**config.mk**
```make
export PLATFORM = sky130hd
export DESIGN_NAME = ccff_chain_loader
export DESIGN_NICKNAME = d
export VERILOG_FILES = /design/src/rtl/ccff_chain_loader.sv
export SDC_FILE = /design/constraint.sdc
export NUM_CORES = 1
export LEC_CHECK = 0
export CORE_MARGIN = 2
export CORE_UTILIZATION = 30
export CTS_CLUSTER_SIZE = 16
export DETAILED_ROUTE_END_ITERATION = 7
export GPL_TIMING_DRIVEN = 0
export PLACE_DENSITY = 0.52
export REMOVE_ABC_BUFFERS = 1
export SLEW_MARGIN = 20
export SYNTH_ARGS = -nofsm -noshare
export SYNTH_HDL_FRONTEND = slang
export SYNTH_SLANG_ARGS = --single-unit
export TNS_END_PERCENT = 50
```
**constraint.sdc**
```tcl
create_clock -name prog_clk -period 1.85 [get_ports prog_clk]
set_input_delay 0.37 -clock prog_clk [delete_from_list [all_inputs] [get_ports prog_clk]]
set_output_delay 0.37 -clock prog_clk [all_outputs]
set_load 0.02 [all_outputs]
```
**src/rtl/ccff_chain_loader.sv**
```systemverilog
// Configuration-chain loader: serialises bitstream words into ccff_head, gates
// prog_clk through prog_clk_en, and returns the displaced chain contents as readback words.
module ccff_chain_loader #(
    parameter int CHAIN_LEN = 64,
    parameter int WORD_W    = 8,
    parameter int CNT_W     = $clog2(CHAIN_LEN + 1)
) (
    input  logic              prog_clk,
    input  logic              pReset_n,
    input  logic              start,
    input  logic [WORD_W-1:0] cfg_data,
    input  logic              cfg_valid,
    output logic              cfg_ready,
    output logic              ccff_head,
    input  logic              ccff_tail,
    output logic              prog_clk_en,
    output logic [WORD_W-1:0] rb_data,
    output logic              rb_valid,
    input  logic              rb_ready,
    output logic              busy,
    output logic              done,
    output logic [CNT_W-1:0]  bit_count
);

    localparam int BL_W = $clog2(WORD_W + 1);
    localparam logic [CNT_W-1:0] LAST_BIT  = CNT_W'(CHAIN_LEN - 1);
    localparam logic [BL_W-1:0]  FULL_WORD = BL_W'(WORD_W);
    localparam logic [BL_W-1:0]  RB_LAST   = BL_W'(WORD_W - 1);

    typedef enum logic [1:0] {
        S_IDLE,
        S_LOAD,
        S_DRAIN,
        S_DONE
    } state_t;

    state_t state, state_nx;

    logic [WORD_W-1:0] sreg;
    logic [BL_W-1:0]   bits_left;
    logic [WORD_W-1:0] rb_buf;
    logic [WORD_W-1:0] rb_buf_cap;
    logic [BL_W-1:0]   rb_cnt;

    logic shift;
    logic accept;
    logic final_shift;
    logic rb_take;
    logic rb_word_full;
    logic launch;

    always_comb begin
        shift        = (state == S_LOAD) && (bits_left != '0) && !(rb_valid && !rb_ready);
        // Ready is offered while the last bit of the current word is leaving, so words stream without a bubble.
        cfg_ready    = (state == S_LOAD) &&
                       ((bits_left == '0) || ((bits_left == BL_W'(1)) && shift));
        accept       = cfg_valid && cfg_ready;
        final_shift  = shift && (bit_count == LAST_BIT);
        rb_take      = rb_valid && rb_ready;
        rb_word_full = (rb_cnt == RB_LAST);
        launch       = start && ((state == S_IDLE) || (state == S_DONE));
        prog_clk_en  = shift;
        ccff_head    = (bits_left != '0) ? sreg[0] : 1'b0;
        busy         = (state == S_LOAD) || (state == S_DRAIN);
        done         = (state == S_DONE);
    end

    always_comb begin
        rb_buf_cap = rb_buf;
        for (int unsigned i = 0; i < WORD_W; i++) begin
            if (rb_cnt == BL_W'(i)) begin
                rb_buf_cap[i] = ccff_tail;
            end
        end
    end

    always_comb begin
        state_nx = state;
        case (state)
            S_IDLE:  if (start) state_nx = S_LOAD;
            S_LOAD:  if (final_shift) state_nx = S_DRAIN;
            S_DRAIN: if (rb_take) state_nx = S_DONE;
            S_DONE:  if (start) state_nx = S_LOAD;
            default: state_nx = S_IDLE;
        endcase
    end

    always_ff @(posedge prog_clk or negedge pReset_n) begin
        if (!pReset_n) begin
            state <= S_IDLE;
        end else begin
            state <= state_nx;
        end
    end

    always_ff @(posedge prog_clk or negedge pReset_n) begin
        if (!pReset_n) begin
            sreg      <= '0;
            bits_left <= '0;
            bit_count <= '0;
            rb_buf    <= '0;
            rb_cnt    <= '0;
            rb_data   <= '0;
            rb_valid  <= 1'b0;
        end else if (launch) begin
            sreg      <= '0;
            bits_left <= '0;
            bit_count <= '0;
            rb_buf    <= '0;
            rb_cnt    <= '0;
            rb_data   <= '0;
            rb_valid  <= 1'b0;
        end else begin
            if (rb_take) begin
                rb_valid <= 1'b0;
            end
            if (shift) begin
                sreg      <= sreg >> 1;
                bits_left <= bits_left - BL_W'(1);
                bit_count <= bit_count + CNT_W'(1);
                if (rb_word_full || final_shift) begin
                    rb_data  <= rb_buf_cap;
                    rb_valid <= 1'b1;
                    rb_buf   <= '0;
                    rb_cnt   <= '0;
                end else begin
                    rb_buf <= rb_buf_cap;
                    rb_cnt <= rb_cnt + BL_W'(1);
                end
            end
            // Later assignments win: a new word replaces the drained one, and completion discards any remainder.
            if (accept) begin
                sreg      <= cfg_data;
                bits_left <= FULL_WORD;
            end
            if (final_shift) begin
                bits_left <= '0;
            end
        end
    end

endmodule

```
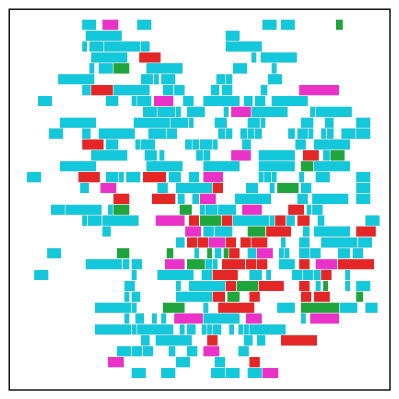
sizing.png
Scale: 4 px per um.
legend:
  green:
    size: x2
    cells: 20
    share: 6.5%
  cyan:
    size: x1 and smaller
    cells: 226
    share: 74%
  magenta:
    size: x6 and larger
    cells: 21
    share: 6.8%
  red:
    size: x3 and x4
    cells: 40
    share: 13%

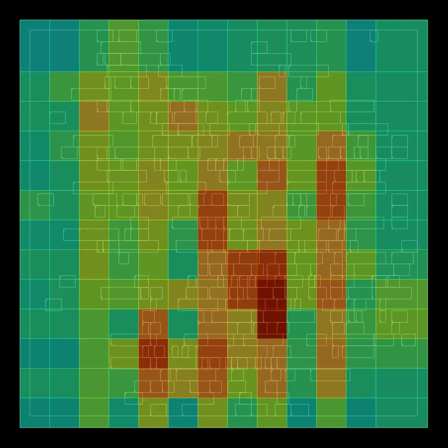
congestion_map.png
routed length per instance: 14.7 um
GR met1 Demand/Resource: 0.197
most used routing layer in global routing: met2

==> metrics.cfg <==
[status]
status = complete, but fails checks
failed_checks = setup timing

[clocking]
cts_num_sinks = 42
tritoncts.num_buffers = 5

[place]
port_buffers = 34
detailedPlace.worstSlack_ns = -1.40
routabilityCongestion = 0.750

[critical_path]
cp_num_buf_inv = 3

[finish]
layout.sequential_cells = 42
ff_latch_area_um2 = 1050
seqAreaFraction = 0.310
layout-drive-gt1-share = 0.264
antenna_cells = 0
area_share_clock_buf_inv = 0.0280

[grt]
grt_max_degree = 28
first_global_vias = 2051

[power_and_ir_drop]
power_report.internal_total_w = 0.00249
p_per_area_nw_per_um2 = 1260

[detailed_routing]
remaining_drc_errors = 0

[timing]
setup_viol = 23
worst_slack_ns = -0.321
fin_worst_hold_slack_ns = 0.0943

[yosys]
synth_dominant_cell_count = dfrtp_1
synth-main-ff-cell = dfrtp_1
top_area_frac = 0.425
synth.top_cells.by_area = dfrtp_1 42%, ha_1 6.1%, nand2_1 5.0%
synthDominantAreaCellType = dfrtp_1
synth.cellmix.simpleShare = 0.199

[worst_hold_path]
min-delay-path-class = in2async

[floorplan]
fp.dieH_um = 94.8
fp.dieW_um = 94.8
boundaryPins = 35

[flow_run]
log.warning_count = 35

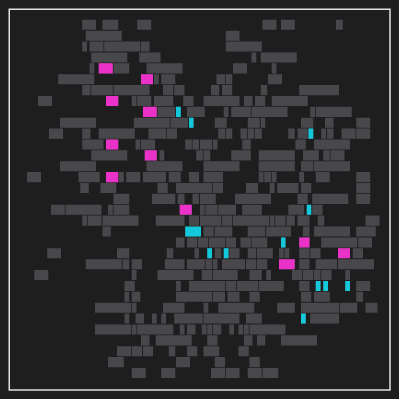
gates.png
Scale: 4 px per um.
legend:
  magenta:
    family: non-inverting ao/oa cells
    cells: 11
    most_used: a22o_1
  cyan:
    family: inv cells
    cells: 12
    most_used: inv_1

## timing repair
action	4_1_cts	5_1_grt
buffers inserted	22	6
gates cloned	1	0
hold buffers	0	0
gates resized	50	14
setup endpoints to repair	46	43
pin swaps	6	7
## sequential cells by signal, indices dropped and copies added (netlist names)
signal,flops
rb_data,8
sreg,8
rb_valid,1
bit_count,7
rb_buf,8
state,2
bits_left,4
rb_cnt,4
## power groups by stage
stage          registers (W)  clock network [W]  logic (W)
2_1_floorplan        0.00126                  0    0.00117
3_3_place_gp         0.00127                  0    0.00169
3_5_place_dp         0.00128                  0    0.00176
4_1_cts              0.00127           0.000659    0.00224
5_1_grt              0.00130           0.000704    0.00261
6_report             0.00127           0.000635    0.00238
## path summary, 6_finish.rpt
path / end / slack, ns / depth (start not counted) / from
min reg2reg: rb_buf[4] / 0.49 / 1 / rb_buf[4]
max: cfg_ready / -0.32 / 8 / bits_left[1]
min: rb_data[0] / 0.09 / 1 / pReset_n
min in group prog_clk: rb_buf[4] / 0.49 / 1 / rb_buf[4]
max in group asynchronous: sreg[2] / 1.23 / 2 / pReset_n
max reg2reg: rb_data[2] / -0.10 / 8 / bits_left[1]
## per-layer routing
metal / part of all wire / vias to the layer above / global-route usage
met5: 0 / - / 0
met4: 0.018 / 0 / 0.0471
met3: 0.032 / 10 / 0.0263
met2: 0.47 / 33 / 0.229
met1: 0.48 / 1038 / 0.197
li1: - / 1011 / -
## cell usage in the layout (no fill, tap or decap), types with 6 or more instances in the layout
cell and instances:
dfrtp_1 41, a31oi_1 6, clkbuf_8 6, buf_6 9, buf_4 18, nand2_1 32, clkdlybuf4s50_1 28, a21oi_1 9
o31ai_1 9, o21ai_0 7, mux2i_1 8, nor2_1 11, ha_1 8, inv_1 8
Power figures rest on the tool's default switching activity, not on a simulated workload.
